<file path="config.mk">
export PLATFORM = sky130hd
export DESIGN_NAME = count_monitor
export DESIGN_NICKNAME = d
export VERILOG_FILES = /design/src/rtl/count_monitor.sv
export SDC_FILE = /design/constraint.sdc
export NUM_CORES = 1
export LEC_CHECK = 0
export CORE_MARGIN = 2
export CORE_UTILIZATION = 30
export DETAILED_ROUTE_END_ITERATION = 8
export MAX_ROUTING_LAYER = met4
export PLACE_DENSITY = 0.57
export SYNTH_ARGS = -nofsm -noshare
export SYNTH_HDL_FRONTEND = slang
export SYNTH_SLANG_ARGS = --single-unit
</file>
<file path="constraint.sdc">
create_clock -name clk -period 3 [get_ports clk]
set_input_delay 0.6 -clock clk [delete_from_list [all_inputs] [get_ports clk]]
set_output_delay 0.6 -clock clk [all_outputs]
set_load 0.005 [all_outputs]
</file>
<file path="src/rtl/count_monitor.sv">
// count_monitor: samples an asynchronous 3-bit ripple counter and accepts settled values.
// Tracks steps, wraps and illegal steps, and reports them on pulse, counter and flag outputs.
//   clk, rst_n  : sampling clock, async active-low reset (release synchronized)
//   qa, qb, qc  : ripple counter bits, count = {qc,qb,qa}, asynchronous
//   m           : counter mode, 0 = up, 1 = down, asynchronous
//   clr         : one-cycle clear of step_err / wrap_cnt
//   count_q     : last accepted count
//   count_vld   : a value has been accepted since reset
//   step_pulse  : one-cycle pulse per accepted change
//   wrap_pulse  : one-cycle pulse per legal 7->0 (up) / 0->7 (down)
//   wrap_cnt    : wrap count modulo 2^WRAP_W
//   dir_q       : synchronized mode
//   step_err    : sticky illegal-step flag
module count_monitor #(
    parameter int STABLE_CYCLES = 2,
    parameter int WRAP_W        = 8
) (
    input  logic              clk,
    input  logic              rst_n,
    input  logic              qa,
    input  logic              qb,
    input  logic              qc,
    input  logic              m,
    input  logic              clr,
    output logic [2:0]        count_q,
    output logic              count_vld,
    output logic              step_pulse,
    output logic              wrap_pulse,
    output logic [WRAP_W-1:0] wrap_cnt,
    output logic              dir_q,
    output logic              step_err
);

    typedef enum logic [1:0] {INIT, TRACK, ERR} state_t;

    localparam logic [2:0] SMAX = 3'(STABLE_CYCLES - 1);

    state_t     state;
    logic [1:0] rs;
    logic       run;
    logic [3:0] s1, s2;
    logic [2:0] vec, vec_d;
    logic [2:0] cnt;
    logic       stable;
    logic       dir_last, dir_free;
    logic [2:0] up1, dn1, fwd, rev;
    logic       free, legal, wrap, accept;

    // Reset asserts immediately, releases two edges later.
    always_ff @(posedge clk or negedge rst_n) begin
        if (!rst_n) rs <= 2'b00;
        else        rs <= {rs[0], 1'b1};
    end

    assign run = rs[1];

    // Synchronizers run during the release window so they hold real
    // data by the time the rest of the block starts.
    always_ff @(posedge clk or negedge rst_n) begin
        if (!rst_n) begin
            s1 <= 4'd0;
            s2 <= 4'd0;
        end else begin
            s1 <= {m, qc, qb, qa};
            s2 <= s1;
        end
    end

    assign vec   = s2[2:0];
    assign dir_q = s2[3];

    always_ff @(posedge clk or negedge rst_n) begin
        if (!rst_n) begin
            vec_d <= 3'd0;
            cnt   <= 3'd0;
        end else if (!run) begin
            vec_d <= 3'd0;
            cnt   <= 3'd0;
        end else begin
            vec_d <= vec;
            if (vec != vec_d)  cnt <= 3'd0;
            else if (cnt != SMAX) cnt <= cnt + 3'd1;
        end
    end

    // The registered counter lags by one cycle, so also require the
    // current sample to match the previous one.
    assign stable = (cnt == SMAX) && (vec == vec_d);

    assign up1    = count_q + 3'd1;
    assign dn1    = count_q - 3'd1;
    assign fwd    = dir_q ? dn1 : up1;
    assign rev    = dir_q ? up1 : dn1;
    assign free   = dir_free | (dir_q != dir_last);
    assign legal  = (vec == fwd) || (free && (vec == rev));
    assign wrap   = legal && (dir_q ? (count_q == 3'd0 && vec == 3'd7)
                                    : (count_q == 3'd7 && vec == 3'd0));
    assign accept = stable && (vec != count_q);

    always_ff @(posedge clk or negedge rst_n) begin
        if (!rst_n) begin
            state      <= INIT;
            count_q    <= 3'b111;
            count_vld  <= 1'b0;
            step_pulse <= 1'b0;
            wrap_pulse <= 1'b0;
            wrap_cnt   <= '0;
            step_err   <= 1'b0;
            dir_last   <= 1'b0;
            dir_free   <= 1'b0;
        end else if (!run) begin
            state      <= INIT;
            count_q    <= 3'b111;
            count_vld  <= 1'b0;
            step_pulse <= 1'b0;
            wrap_pulse <= 1'b0;
            wrap_cnt   <= '0;
            step_err   <= 1'b0;
            dir_last   <= 1'b0;
            dir_free   <= 1'b0;
        end else begin
            step_pulse <= 1'b0;
            wrap_pulse <= 1'b0;
            dir_last   <= dir_q;
            dir_free   <= free;
            unique case (state)
                INIT: begin
                    if (stable) begin
                        count_q   <= vec;
                        count_vld <= 1'b1;
                        state     <= TRACK;
                    end
                end
                TRACK, ERR: begin
                    if (accept) begin
                        count_q    <= vec;
                        step_pulse <= 1'b1;
                        dir_free   <= 1'b0;
                        if (!legal) begin
                            step_err <= 1'b1;
                            state    <= ERR;
                        end else if (wrap) begin
                            wrap_pulse <= 1'b1;
                            wrap_cnt   <= wrap_cnt + WRAP_W'(1);
                        end
                    end
                end
                default: state <= INIT;
            endcase
            // clr overrides any same-cycle error or wrap update.
            if (clr) begin
                step_err <= 1'b0;
                wrap_cnt <= '0;
                if (state != INIT) state <= TRACK;
            end
        end
    end

endmodule

</file>
Figure 1. Signal wires on met1.
Bar = 20 microns. Supply wires on this layer in gray.
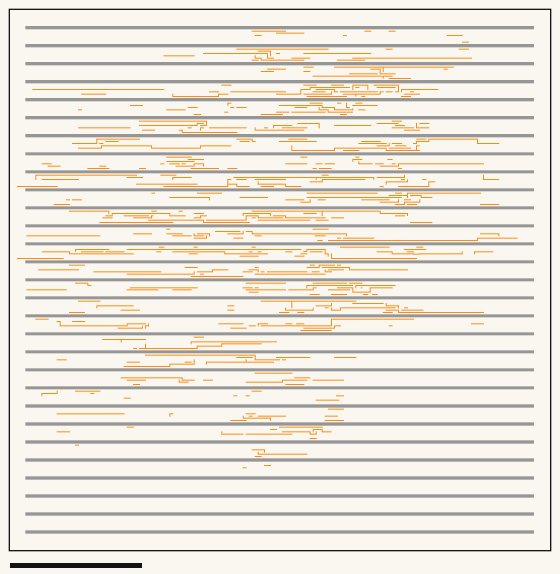
wire length on this layer: 1680 microns
main direction: horizontal
longest straight run: 26.2 microns
share of all routed wire: 51%
nets with wire on the layer: 172

Figure 2. M3 wires.
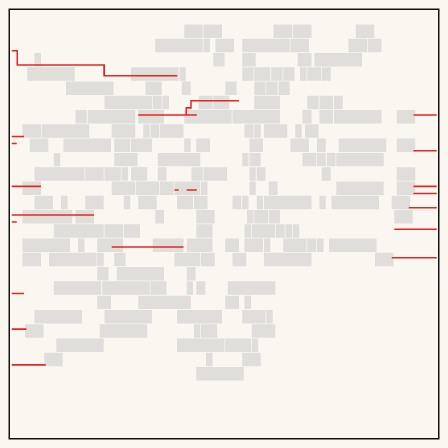
main direction: horizontal
share of all routed wire: 4.5%
nets with wire on the layer: 17
longest straight run: 16.6 microns
wire length on this layer: 147 microns

==> notes.md <==
Quick summary of the implementation run below.

The remaining global-route overflow is 0. The portion of the post-synthesis area used by sequential elements is 0.488. The instance tally after logic synthesis came out at 161. The cell count after placement is 255. In this design, the largest share of critical-path delay is due to simple AND/OR/NAND/NOR gates.

The met2 wire length came out at 1.42 mm. Of all cell types, the one taking the most synthesized area is sky130_fd_sc_hd__dfrtp_1. The count of clock-net buffers in the final layout is 7. For this run, the leading register cell type out of synthesis is sky130_fd_sc_hd__dfrtp_1. Max-cap violations in this run came to 0. The worst-case headroom to the max-slew limit came out at 0.421. The timing startpoint of the critical path is count_q[0]$_DFFE_PN1P_. The final non-filler cell total is 263. The fraction of layout cells with a size suffix above 1 is 0.101. By count the netlist is led by sky130_fd_sc_hd__dfrtp_1 (32), sky130_fd_sc_hd__nor2_1 (14), sky130_fd_sc_hd__a21oi_1 (9), sky130_fd_sc_hd__ha_1 (9), sky130_fd_sc_hd__nand2_1 (9).

The repair_antennas step left the layout with diodes totalling 0. The flow ran to the end, and the final reports show no timing, DRC or antenna violations. The standby leakage power is 0.000928 uW.

The worst path buffer plus inverter count is 1. The switching power is 209 uW. Leaving out fill and tap cells, the most frequent cell in the layout is sky130_fd_sc_hd__dfrtp_1. The detailed-route via count is 1265. Per the cell usage report, the commonest logic cells after layout are sky130_fd_sc_hd__dfrtp_1 (32), sky130_fd_sc_hd__clkdlybuf4s50_1 (22), sky130_fd_sc_hd__nor2_1 (14).

The region available for standard cell placement spans 5850 sq um. On the worst setup and hold paths after CTS, the clock-pin slew comes to 0.07 ns. The clock network area share is 0.0373. The layout inverter count without the clock tree came out at 8. The count of tool warnings came out at 30.

The number of nets at the end of the flow came out at 203. For this run, the top clock speed supported by timing is 0.397 GHz. The area overhead of the layout relative to synthesis came out at 20.8%. The area fraction of the largest cell type after synthesis is 0.444.

The maximum number of pins on one net before global-route repair came out at 36. The global routing stage identified its most utilized layer as met2. The H-tree depth reported by CTS came out at 2. STA shows the worst min-delay path finishing at rs[1]$_DFF_PN0_. The register with the most flip-flops in the layout has 8 of them. In this run the most critical hold path is launched from rs[0]$_DFF_PN0_.

The mean routed wirelength per cell came out at 12.5 microns. The floorplan utilization is 0.308. The worst setup path is captured at a flip-flop. TritonCTS reports the number of clock sinks as 35. The startpoint of the lowest-slack register-to-register path is count_q[0]$_DFFE_PN1P_. The proportion of power drawn by combinational gates came out at 0.076.

The internal cell power came out at 678 uW. The count of cells resized by post-cts repair is 0. The startpoint kind of the worst setup timing path is a flip-flop. The largest cell class by area is flip-flops and latches.

The total die size is 6650 sq um. The violation count after the first detailed-routing iteration is 81. The sum of negative setup slack is 0 ns. The sequential share of cell area came out at 0.404. TritonCTS built the clock tree.

The count of flip-flops and latches came out at 35. The post-cts hold-fix buffer tally is 0. Of the total synthesized cell area, the portion taken by full adders, half adders and majority gates is 0.0624.

Post-route period utilization is reported as 0.840. The buffer cell driving the clock tree root is sky130_fd_sc_hd__clkbuf_8. After synthesis, the mean cell area works out to 11.2 sq um.

The logic share of the area is 0.394. The maximum net fanout on the critical path came out at 12. The total stage count of the critical path is 7. For this run, combinational gates with multiple inputs come to 113. The mux cell area share after synthesis is 0.0277. The CTS report gives the tree buffer count as 5. The hold violation count in the final report is 0. Per the layout report, the design carries 583 filler cells.

The synthesized netlist occupies a cell area of 1800 sq um. Signal routing reaches up to met4. Before antenna repair, the detailed router went through 4 iterations. The top logic cell family in the synthesized netlist is simple AND/OR/NAND/NOR gates.

The global-route wire length before repair is 5.98 mm. The met1 wire length came out at 1.67 mm. The cell-mix breakdown from Yosys lists the compound-gate area share as 0.117. Measured on the final layout, buffering overhead outside the clock network stands at 0.108. The required time of the worst setup path is 3.21 ns. The type of the setup path with the least slack is reg2reg. The number of tapcells came out at 75. The post-detailed-placement half-perimeter wirelength came out at 2.31 mm. Per the final report, max-transition violations number 0. The I/O pin total came out at 23. The detailed route wirelength on metal3 came out at 147 microns.

The number of global-route vias before repair came out at 1284. The xor/xnor cell area share of the yosys netlist came out at 0.0756. At the pin with the least slew margin, the transition time is 0.865 ns. The initial antenna violation count came to 0.
Figure 3. Clock wires, drivers and flops.
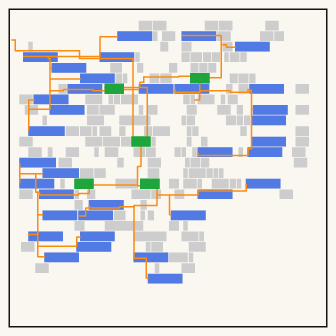
legend:
  clock wires:
    color: orange
    length: 467 microns
  flip-flops:
    color: blue
    count: 35
  cells driving clock nets:
    color: green
    count: 5
routed clock nets: 6
Fin Clk Skew: 0.00823 ns
proportion of power drawn by the clock network: 0.361
Clock group: 321 uW

Figure 4. Routing congestion.
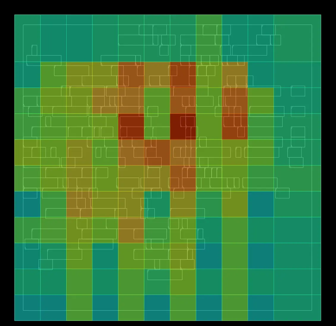
combined global-route utilization of all metal layers: 0.121
M2 GR Usage: 0.179
met3 GRT Util: 0.0363

==> power groups by stage <==
stage               logic [uW]  registers, uW  clock network, uW
floorplan                 47.4            501                  0
global placement          68.1            509                  0
detailed placement        68.8            509                  0
CTS                       69.1            500                337
global route              76.6            502                362
finish                    67.2            500                321
==> metrics by stage <==
stage | utilization | power [uW] | setup slack, ns | cell area (sq um)
floorplan | - | 549 | 0.823 | 1800
global placement | 0.359 | 577 | 0.528 | 2100
detailed placement | 0.359 | 577 | 0.482 | 2100
CTS | 0.373 | 906 | 0.454 | 2180
global route | 0.373 | 941 | 0.225 | 2180
finish | 0.373 | 887 | 0.481 | 2180
No activity file was given, so power comes from the tool's default toggle rates.
